`config.mk`:
```
export PLATFORM = sky130hd
export DESIGN_NAME = comb_sweep_ctrl
export DESIGN_NICKNAME = d
export VERILOG_FILES = /design/src/rtl/comb_sweep_ctrl.sv
export SDC_FILE = /design/constraint.sdc
export NUM_CORES = 1
export LEC_CHECK = 0
export CORE_MARGIN = 5
export CORE_UTILIZATION = 41
export CTS_CLUSTER_SIZE = 40
export DETAILED_ROUTE_END_ITERATION = 10
export GPL_TIMING_DRIVEN = 0
export REMOVE_ABC_BUFFERS = 1
export SLEW_MARGIN = 20
export SYNTH_ARGS = -nofsm -noshare
export SYNTH_HDL_FRONTEND = slang
export SYNTH_SLANG_ARGS = --single-unit
```
`constraint.sdc`:
```
create_clock -name clk -period 3 [get_ports clk]
set_input_delay 0.6 -clock clk [delete_from_list [all_inputs] [get_ports clk]]
set_output_delay 0.6 -clock clk [all_outputs]
set_load 0.01 [all_outputs]
```
`src/rtl/comb_sweep_ctrl.sv`:
```
// Exhaustive truth-table sweep of a 3-input combinational circuit.
// Drives abc 0..7, samples y after a settle delay, compares to EXPECTED.
module comb_sweep_ctrl #(
    parameter int unsigned SETTLE_CYCLES = 1,
    parameter logic [7:0]  EXPECTED      = 8'h12
) (
    input  logic       clk,
    input  logic       rst,
    input  logic       start,
    input  logic       y,
    output logic [2:0] abc,
    output logic       busy,
    output logic       done,
    output logic [7:0] result,
    output logic [3:0] mismatch_count,
    output logic [2:0] first_fail,
    output logic       pass
);

    typedef enum logic [1:0] {
        IDLE,
        SETTLE,
        SAMPLE,
        FINISH
    } state_t;

    state_t     r_state;
    state_t     w_next;
    logic [3:0] r_settle;
    logic [2:0] r_abc;
    logic [7:0] r_result;
    logic [3:0] r_mis;
    logic [2:0] r_ff;
    logic       r_pass;

    logic       w_settle_done;
    logic       w_miss;
    logic       w_last;
    logic [3:0] w_mis_next;

    assign w_settle_done = (r_settle == 4'(SETTLE_CYCLES - 1));
    assign w_miss        = (y != EXPECTED[r_abc]);
    assign w_last        = (r_abc == 3'd7);
    assign w_mis_next    = r_mis + {3'b000, w_miss};

    always_ff @(posedge clk or posedge rst) begin
        if (rst) begin
            r_state <= IDLE;
        end else begin
            r_state <= w_next;
        end
    end

    always_comb begin
        w_next = r_state;
        unique case (r_state)
            IDLE:    if (start) w_next = SETTLE;
            SETTLE:  if (w_settle_done) w_next = SAMPLE;
            SAMPLE:  w_next = w_last ? FINISH : SETTLE;
            FINISH:  w_next = IDLE;
            default: w_next = IDLE;
        endcase
    end

    always_comb begin
        busy = 1'b0;
        done = 1'b0;
        unique case (r_state)
            SETTLE:  busy = 1'b1;
            SAMPLE:  busy = 1'b1;
            FINISH:  done = 1'b1;
            default: busy = 1'b0;
        endcase
    end

    // pass is resolved on the final sample edge so it is valid during FINISH
    always_ff @(posedge clk or posedge rst) begin
        if (rst) begin
            r_settle <= '0;
            r_abc    <= '0;
            r_result <= '0;
            r_mis    <= '0;
            r_ff     <= '0;
            r_pass   <= 1'b0;
        end else begin
            unique case (r_state)
                IDLE: begin
                    if (start) begin
                        r_settle <= '0;
                        r_abc    <= '0;
                        r_result <= '0;
                        r_mis    <= '0;
                        r_ff     <= '0;
                        r_pass   <= 1'b0;
                    end
                end
                SETTLE: begin
                    r_settle <= w_settle_done ? 4'd0 : r_settle + 4'd1;
                end
                SAMPLE: begin
                    r_result[r_abc] <= y;
                    r_mis           <= w_mis_next;
                    if (w_miss && (r_mis == 4'd0)) begin
                        r_ff <= r_abc;
                    end
                    if (w_last) begin
                        r_pass <= (w_mis_next == 4'd0);
                    end else begin
                        r_abc <= r_abc + 3'd1;
                    end
                end
                default: begin
                    r_settle <= r_settle;
                end
            endcase
        end
    end

    assign abc            = r_abc;
    assign result         = r_result;
    assign mismatch_count = r_mis;
    assign first_fail     = r_ff;
    assign pass           = r_pass;

endmodule

```
==> run_1/final_congestion.png <==
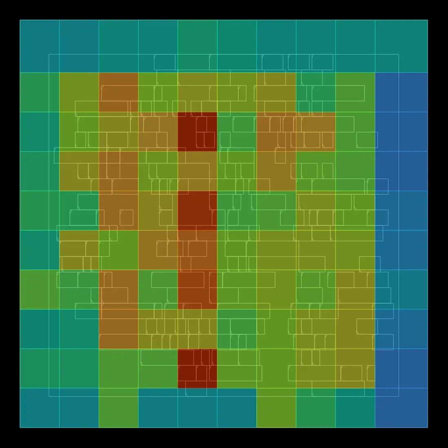
Util after Layout: 50.4%
GRT Max-Usage Layer: met2
met1 usage: 19.9%

==> run_1/density.png <==
The die is cut into 7 by 7 equal tiles; black is low, pale yellow is high, 0 to 100% covered.
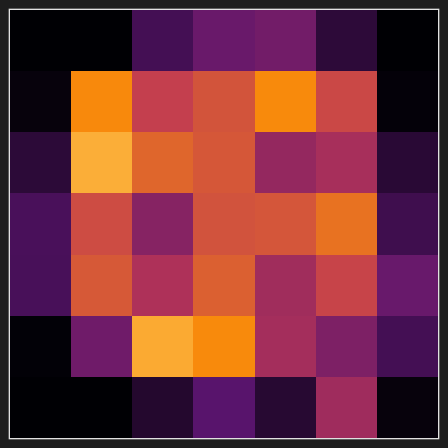
The fullest tile reaches 82%. 4.1% of the tiles are over 75% full. The mean over all tiles is 35%. 18% of the tiles are nearly empty. The emptiest ninth of the die: bottom left. The densest ninth of the die: middle.

==> results.json, run 1 <==
{
  "power.leakage_nw": 0.772,
  "vias_per_cell": 5.63,
  "dpl_worst_slack_ps": 493,
  "n_sequential_cell": 25,
  "drt_wl_total_mm": 3.46,
  "outcome": "finished, final reports clean",
  "pwr-share-comb_pct": 55.9,
  "comb_cell_power_mw": 0.980,
  "synthTopCellsByCount": "25 x dfrtp_1, 24 x o21ai_1, 13 x ha_1, 11 x nand2_1, 10 x inv_1",
  "ant_nets": 0,
  "path_delay_family": "adder cells",
  "post-place-cells": 228,
  "nNetsFinal": 202,
  "grt-ovfl-total": 0,
  "synth-edff-count": 0,
  "cp.arrival_ps": 2720,
  "slowest_delay_ps": 670,
  "ys_types": 40,
  "critical_path_required_ps": 3190,
  "finalSetupViolations": 0,
  "fill_cells": 327,
  "fin_area_um2": 1850,
  "gp_congestion": 0.717,
  "finalHoldViolations": 0,
  "min_path_type": "reg -> reg",
  "cts_tree": "done",
  "clkPwrFrac_pct": 11.8,
  "synth-seq-area-share_pct": 40.6,
  "yosys_cells": 165,
  "lay_top_count": "dfrtp_1",
  "largest_reg_flops": 8,
  "logic_gates": 120,
  "power_mw": 1.75,
  "fmax_ghz": 0.396,
  "tns_ps": 0,
  "grt_max_degree": 26,
  "seq-power_mw": 0.567,
  "use_met2_pct": 24.1,
  "cts_hold_buf": 0,
  "async_flop_share_pct": 100,
  "use_met3_pct": 2.52,
  "post-route-min-period_ps": 2530,
  "clk_share_pct": 2.44,
  "synth_top_cell_by_area": "dfrtp_1",
  "critPathMaxFanout": 17,
  "placedInstanceArea_um2": 1800
}
==> run_1/registers.png <==
Bar = 20 um. Other sequential cells in the stronger gray, the rest of the logic in the fainter gray.
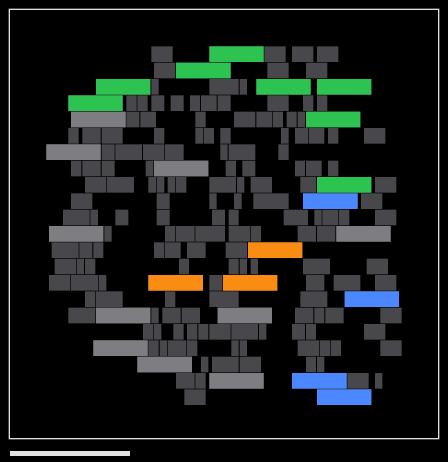
Orange shows first_fail, sequential cells 3. Blue shows mismatch_count, sequential cells 4. Green shows result, sequential cells 8.
Another 10 sequential cells are not colored.

==> run_1/cell_classes.png <==
Bar = 20 um. Fill, decap, tap and diode cells in gray.
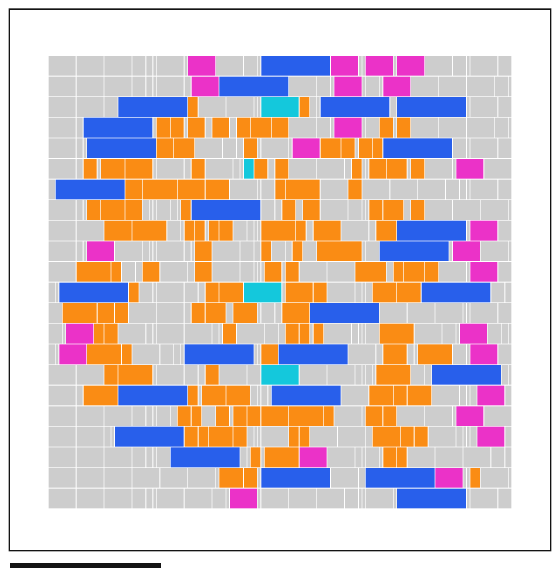

==> inputs of run 2 (changes only) <==
Clock period 3 ns to 2.5 ns, I/O delays scaled along.
==> run_2/cell_classes.png <==
Bar = 20 um. Fill, decap, tap and diode cells in gray.
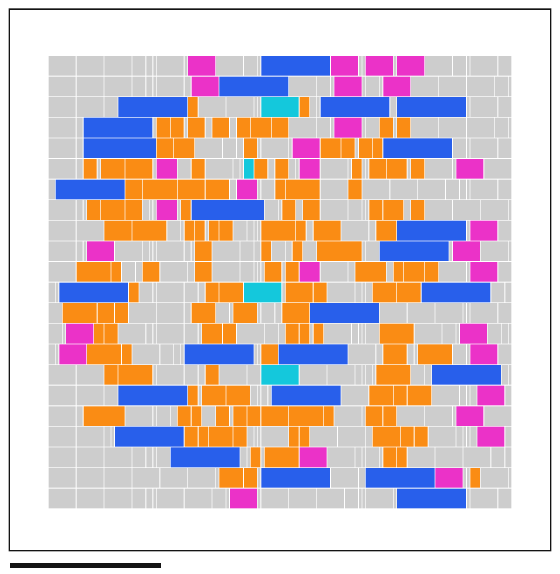
Cyan shows clock drivers and dummy loads, cells 4, share of their area 2.5%. Magenta shows other buffers and delay cells, cells 29, share of their area 15%. Orange shows all other logic, cells 131, share of their area 48%. Blue shows flops, cells 25, share of their area 34%.

==> results.json, run 2 <==
{
  "synthTopCellsByCount": "25 x dfrtp_1, 24 x o21ai_1, 13 x ha_1, 11 x nand2_1, 10 x inv_1",
  "syn_inst": 165,
  "finalSetupViolations": 0,
  "critical_path_required_ps": 2660,
  "synth-edff-count": 0,
  "cp.arrival_ps": 2380,
  "grt_max_degree": 26,
  "synth_top_cell_by_area": "dfrtp_1",
  "slowest_delay_ps": 710,
  "largest_reg_flops": 8,
  "routed.top_layer": "met4",
  "fmax_ghz": 0.450,
  "fill_cells": 323,
  "cts_hold_buf": 0,
  "outcome": "finished, final reports clean",
  "final_core_util_pct": 51.7,
  "drc": 0,
  "tns_ps": 0,
  "grt-ovfl-total": 0,
  "cts_tree": "done",
  "critPathMaxFanout": 9,
  "finalHoldViolations": 0,
  "post-place-cells": 228,
  "seq-power_mw": 0.645,
  "grt-busiest-layer": "met2",
  "lay_top_count": "clkdlybuf4s50_1",
  "synth-seq-area-share_pct": 40.6,
  "drt_wl_total_mm": 3.51,
  "comb_cell_power_mw": 1.28,
  "dpl_worst_slack_ps": -7.47,
  "logic_gates": 120,
  "n_sequential_cell": 25,
  "grt_use_met1_pct": 19.9,
  "use_met2_pct": 24.1,
  "vias_per_cell": 5.57,
  "power_mw": 2.17,
  "placedInstanceArea_um2": 1800,
  "clkPwrFrac_pct": 11.5,
  "post-route-min-period_ps": 2220
}
Power and IR drop assume default switching activity.
